`config.mk`:
```
export PLATFORM = sky130hd
export DESIGN_NAME = pipe_hazard_ctrl
export DESIGN_NICKNAME = d
export VERILOG_FILES = /design/src/rtl/pipe_hazard_ctrl.sv
export SDC_FILE = /design/constraint.sdc
export NUM_CORES = 1
export LEC_CHECK = 0
export CAP_MARGIN = 20
export CELL_PAD_IN_SITES_DETAIL_PLACEMENT = 0
export CELL_PAD_IN_SITES_GLOBAL_PLACEMENT = 1
export CORE_ASPECT_RATIO = 1.75
export CORE_UTILIZATION = 37
export CTS_BUF_LIST = sky130_fd_sc_hd__clkbuf_16
export DETAILED_ROUTE_END_ITERATION = 12
export PLACE_DENSITY = 0.82
export SLEW_MARGIN = 0
export SYNTH_ARGS = -nofsm -noshare
export SYNTH_HDL_FRONTEND = slang
export SYNTH_SLANG_ARGS = --single-unit
```
`constraint.sdc`:
```
create_clock -name clk -period 3.8 [get_ports clk]
set_input_delay 0.57 -clock clk [delete_from_list [all_inputs] [get_ports clk]]
set_output_delay 0.57 -clock clk [all_outputs]
set_load 0.05 [all_outputs]
```
`src/rtl/pipe_hazard_ctrl.sv`:
```
// ---------------------------------------------------------------------------
// pipe_hazard_ctrl
//   Central stall/flush sequencer for the 5-stage RV64I pipeline (F/D/E/M/W).
//   Resolves load-use hazards and taken-branch redirects in the same cycle.
//   Freezes the whole pipeline while a multi-cycle data-memory access in M
//   is outstanding. A memory access that never completes within TIMEOUT
//   stalled cycles parks the pipeline in a sticky fault until reset.
//
// Parameters
//   CNT_W    width of the saturating stall-cycle counter
//   TIMEOUT  max consecutive memory-stall cycles before fault (>= 2)
//
// Ports
//   clk, rst                 clock; synchronous active-high reset
//   rs1_D, rs2_D             source registers of the instruction in D
//   rs1_used_D, rs2_used_D   D instruction actually reads rs1 / rs2
//   rd_E, mem_read_E         destination / is-load of the instruction in E
//   branch_taken_E           E resolves a taken branch or jump
//   mem_en_M, dmem_ready     M holds a load/store; memory completes this cycle
//   stall_F..stall_M         hold PC, F/D, D/E, E/M registers
//   flush_D, flush_E         clear F/D, D/E registers to NOP
//   en_W                     load the M/W register (alu_out_W, ld_data_W)
//   mem_err                  sticky memory-timeout fault
//   stall_cnt                number of cycles with stall_F=1 (saturating)
// ---------------------------------------------------------------------------
module pipe_hazard_ctrl #(
    parameter int CNT_W   = 32,
    parameter int TIMEOUT = 64
) (
    input  logic             clk,
    input  logic             rst,
    input  logic [4:0]       rs1_D,
    input  logic [4:0]       rs2_D,
    input  logic             rs1_used_D,
    input  logic             rs2_used_D,
    input  logic [4:0]       rd_E,
    input  logic             mem_read_E,
    input  logic             branch_taken_E,
    input  logic             mem_en_M,
    input  logic             dmem_ready,
    output logic             stall_F,
    output logic             stall_D,
    output logic             stall_E,
    output logic             stall_M,
    output logic             flush_D,
    output logic             flush_E,
    output logic             en_W,
    output logic             mem_err,
    output logic [CNT_W-1:0] stall_cnt
);

    localparam int WAIT_W = (TIMEOUT > 2) ? $clog2(TIMEOUT) : 1;
    localparam logic [WAIT_W-1:0] WAIT_LAST = WAIT_W'(TIMEOUT - 1);

    typedef enum logic [1:0] {
        RUN      = 2'd0,
        MEM_WAIT = 2'd1,
        FAULT    = 2'd2
    } state_t;

    state_t            state, state_nxt;
    logic [WAIT_W-1:0] wait_cnt, wait_nxt;

    logic mem_block;
    logic load_use;
    logic freeze;    // full pipeline hold, W not written
    logic resolve;   // apply normal branch / load-use / pass-through rules

    // Hazard terms. x0 is hardwired zero, so a load into it never hazards.
    assign mem_block = mem_en_M & ~dmem_ready;
    assign load_use  = mem_read_E & (rd_E != 5'd0) &
                       ((rs1_used_D & (rs1_D == rd_E)) |
                        (rs2_used_D & (rs2_D == rd_E)));

    // ------------------------------------------------------------------
    // State register and wait counter
    // ------------------------------------------------------------------
    always_ff @(posedge clk) begin
        if (rst) begin
            state    <= RUN;
            wait_cnt <= '0;
        end else begin
            state    <= state_nxt;
            wait_cnt <= wait_nxt;
        end
    end

    // ------------------------------------------------------------------
    // Next state and mode selection
    // ------------------------------------------------------------------
    always_comb begin
        state_nxt = state;
        wait_nxt  = wait_cnt;
        freeze    = 1'b0;
        resolve   = 1'b0;

        case (state)
            RUN: begin
                if (mem_block) begin
                    freeze    = 1'b1;
                    state_nxt = MEM_WAIT;
                    wait_nxt  = WAIT_W'(1);
                end else begin
                    resolve = 1'b1;
                end
            end

            MEM_WAIT: begin
                // Upstream is frozen, so any branch / load-use seen now is
                // the one that was pending when the wait began; it takes
                // effect on the completing cycle.
                if (dmem_ready) begin
                    resolve   = 1'b1;
                    state_nxt = RUN;
                    wait_nxt  = '0;
                end else begin
                    freeze = 1'b1;
                    if (wait_cnt == WAIT_LAST) begin
                        state_nxt = FAULT;
                        wait_nxt  = '0;
                    end else begin
                        wait_nxt = wait_cnt + WAIT_W'(1);
                    end
                end
            end

            FAULT: begin
                freeze = 1'b1;
            end

            default: begin
                freeze    = 1'b1;
                state_nxt = RUN;
                wait_nxt  = '0;
            end
        endcase
    end

    // ------------------------------------------------------------------
    // Stage-register controls
    // ------------------------------------------------------------------
    always_comb begin
        stall_F = 1'b0;
        stall_D = 1'b0;
        stall_E = 1'b0;
        stall_M = 1'b0;
        flush_D = 1'b0;
        flush_E = 1'b0;
        en_W    = 1'b0;

        if (!rst) begin
            if (freeze) begin
                stall_F = 1'b1;
                stall_D = 1'b1;
                stall_E = 1'b1;
                stall_M = 1'b1;
            end else if (resolve) begin
                en_W = 1'b1;
                if (branch_taken_E) begin
                    // Redirect kills D and E, which also discards any
                    // load-use consumer, so no stall is needed.
                    flush_D = 1'b1;
                    flush_E = 1'b1;
                end else if (load_use) begin
                    // Hold F/D, inject a bubble into E for one cycle.
                    stall_F = 1'b1;
                    stall_D = 1'b1;
                    flush_E = 1'b1;
                end
            end
        end
    end

    assign mem_err = (state == FAULT);

    // ------------------------------------------------------------------
    // Saturating stall-cycle counter
    // ------------------------------------------------------------------
    always_ff @(posedge clk) begin
        if (rst) begin
            stall_cnt <= '0;
        end else if (stall_F && (stall_cnt != {CNT_W{1'b1}})) begin
            stall_cnt <= stall_cnt + CNT_W'(1);
        end
    end

endmodule
```
### Cell area per tile, run 1

6 x 10 tiles, from black (low) to pale yellow (high), 0 to 100% covered.
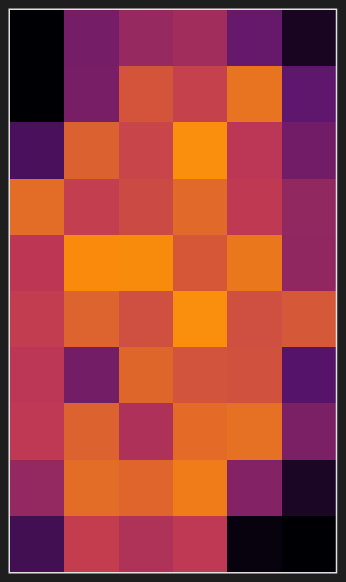
- densest ninth of the die: center
- tiles over 75% full: 3.3%
- nearly empty tiles: 5.0%
- fullest tile: 76%
- mean over tiles: 47%

### Track usage over the die, run 1

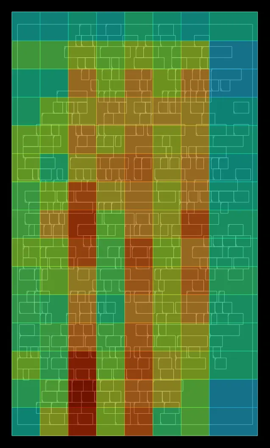
drt wl/cell: 14.3 um
met2 Use GR: 0.343

### Sequential cells grouped by signal name, run 1

Other cells in gray.
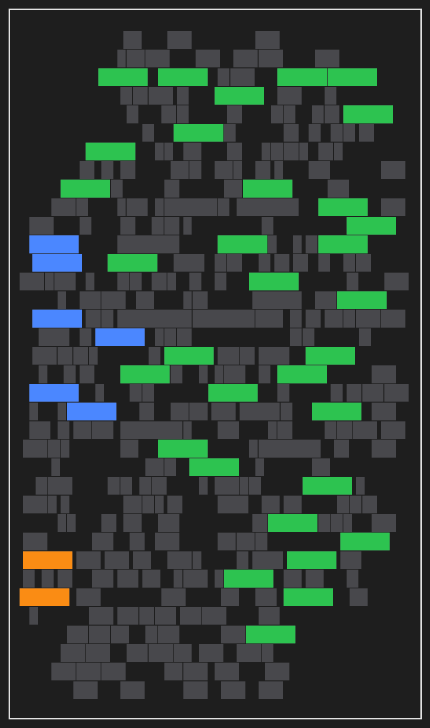
- `wait_cnt`: blue (sequential cells 6; where west)
- `state`: orange (sequential cells 2)
- `stall_cnt`: green (sequential cells 32)

## run 1: logic make-up after synthesis
kind of cell,count (synthesis),synth area share
simple gates,110,0.293
compound gates,76,0.212
flops,40,0.366
buf+inv,21,0.0515
xor+xnor,14,0.0561
mux,2,0.00916
fa+ha+maj,2,0.0114
## run 1: final timing paths
check / from / to / cells past startpoint
hold / removal: stall_cnt[31]$_SDFFE_PP0P_ / stall_cnt[31]$_SDFFE_PP0P_ / 1
setup / recovery: rd_E[1] / stall_F / 7
hold reg to reg: stall_cnt[31]$_SDFFE_PP0P_ / stall_cnt[31]$_SDFFE_PP0P_ / 1
setup reg to reg: stall_cnt[0]$_SDFFE_PP0P_ / stall_cnt[10]$_SDFFE_PP0P_ / 8
## run 1: sequential cells by signal, indices dropped and copies added (netlist names)
name / count
stall_cnt: 32
state: 2
wait_cnt: 6
==> job_summary.md, run 1 <==
### Flow metrics

| Metric | Value |
|---|---|
| WL met2 | 3.22 mm |
| Synth unique cells | 44 |
| CP Cell Sequence | clkdlybuf4s50_1 -> or4_1 -> o21ai_1 -> nor3_1 -> a21oi_1 -> inv_1 -> buf_4 |
| Non-clk buf share | 0.211 |
| Multi-input comb cells | 204 |
| Seq Cell Count | 40 |
| P_seq | 0.424 mW |
| P_clk | 0.472 mW |
| Status | completed |
| Clock buffer count | 5 |
| Setup_tns | 0 ps |
| # Post-CTS Setup Buffers | 0 |
| Logic gate share of total power | 0.097 |
| Worst VDD drop | 0.275 mV |
| Sequential share of cell area | 0.267 |
| Tightest Pin Transition | 543 ps |
| Most frequent logic cell in the layout | clkdlybuf4s50_1 |
| Leak pwr | 0.980 nW |
| Sequential share of power | 0.427 |
| Die footprint | 6230 sq um |
| Met1 usage | 0.207 |
| GRT Total Usage | 0.189 |
| Top-area cell share | 0.366 |
| Via count | 2207 |
| Remaining antenna violation count after routing | 0 |
| Logic share of the area | 0.424 |
| Pint | 0.773 mW |
| Hold Vio Cnt, Final | 0 |
| Net total in the final layout | 350 |
| Core area | 5630 sq um |
| Yosys cell count | 265 |
| Util after Layout | 0.533 |
| Most frequent cell after synthesis | dfxtp_1 |
| Uppermost layer routed | met4 |
| Sink Count | 40 |
| Metal1 wirelength | 2.26 mm |
| Top cells, area | dfxtp_1, a21oi_1, or3_1, o21ai_0, nand2_1 |
| WP data arrival | 2580 ps |
| Global-route layer with the greatest usage | met2 |
| Starting Density | 0.388 |
| Synthesized area | 2190 sq um |
| Fin Hold WS | 493 ps |
| Req. time, crit path | 3230 ps |
### Sizing map, run 1

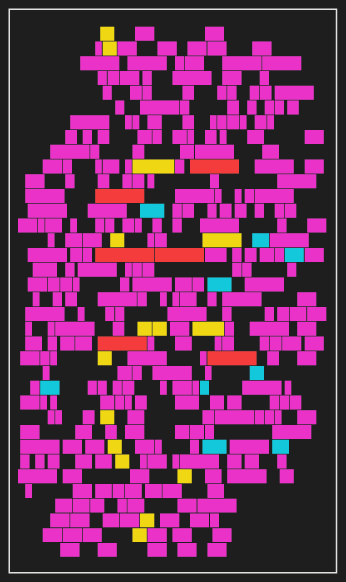

==> run 2, diff against run 1 <==
- CORE_UTILIZATION: 37 -> 34
- PLACE_DENSITY: 0.82 -> 0.76
- clock period: 3.8 -> 3.2 ns (I/O delays scaled with it)
### Sizing map, run 2

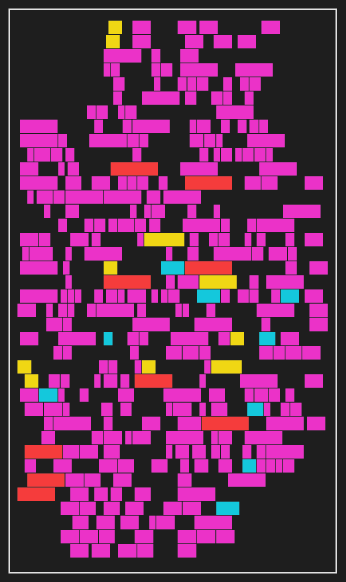
- drive 6 and up: red (cells 9)
- drive 2: cyan (cells 9)
- drive 3 to 4: yellow (cells 10)
- drive 1 or less: magenta (cells 297)

==> run 2 against run 1 <==
Net effect: clock skew shrank 1.6 ps; combinational power grew 25%; final area grew 0.71%; critical path type unchanged.
==> job_summary.md, run 2 <==
### Flow metrics

| Metric | Value |
|---|---|
| Status | completed |
| Top-area cell share | 0.366 (unchanged) |
| Hold path start | wait_cnt[5]$_SDFFE_PP0P_ |
| # Post-CTS Setup Buffers | 0 (unchanged) |
| Uppermost layer routed | met4 |
| Via count | 2198 (-0.41%) |
| Yosys cell count | 265 (unchanged) |
| Core area | 6180 sq um (+9.8%) |
| Top cells, area | dfxtp_1, a21oi_1, or3_1, o21ai_0, nand2_1 |
| Worst VDD drop | 0.265 mV (-3.7%) |
| Leak pwr | 0.988 nW (+0.83%) |
| Sink Count | 40 (unchanged) |
| Top non-seq family | simple AND/OR/NAND/NOR gates |
| WHS Path Cells | 2 (+1) |
| Req. time, crit path | 2720 ps (-510 ps) |
| P_clk | 0.470 mW (about the same) |
| Util after Layout | 0.489 (-0.0440) |
| WP data arrival | 2360 ps (-220 ps) |
| Synthesized area | 2190 sq um (unchanged) |
| WL met2 | 3.27 mm (+1.6%) |
| Critical R2R Launch | stall_cnt[0]$_SDFFE_PP0P_ |
| Die footprint | 6770 sq um (+8.6%) |
| CP Cell Sequence | clkdlybuf4s50_1 -> or4_1 -> o21ai_1 -> nor3_1 -> a21oi_1 -> inv_1 -> buf_4 |
| Most frequent logic cell in the layout | clkdlybuf4s50_1 |
| Xor+xnor area frac | 0.0561 (unchanged) |
| Reg2Reg Depth | 8 (unchanged) |
-- run 2: cell counts after synthesis --
No cell type changed its count.
-- run 2: worst max-delay path by stage --
stage	start	endpoint	slack, ps	depth (start not counted)
finish	rd_E[1]	stall_D	360	7
global route	rd_E[1]	stall_F	250	7
CTS	rd_E[1]	stall_D	300	7
detailed placement	rd_E[1]	stall_D	290	7
global placement	rd_E[1]	stall_F	300	7
floorplan	rst	flush_D	350	3
-- run 2: area by class of cell --
type	instances	area (sq um)
Fill cell	641	3160
Multi-Input combinational cell	204	1270
Sequential cell	40	801
Timing Repair Buffer	66	683
Clock buffer	5	125
Tap cell	80	100
Inverter	8	30.0
Clock inverter	2	8.76
-- run 2: worst max-delay path, delay by kind of cell --
kind,cells,cell delay [ps]
compound gates,2,500
simple gates,2,620
buf+inv,3,760
Power is estimated from default activity; no workload was simulated.
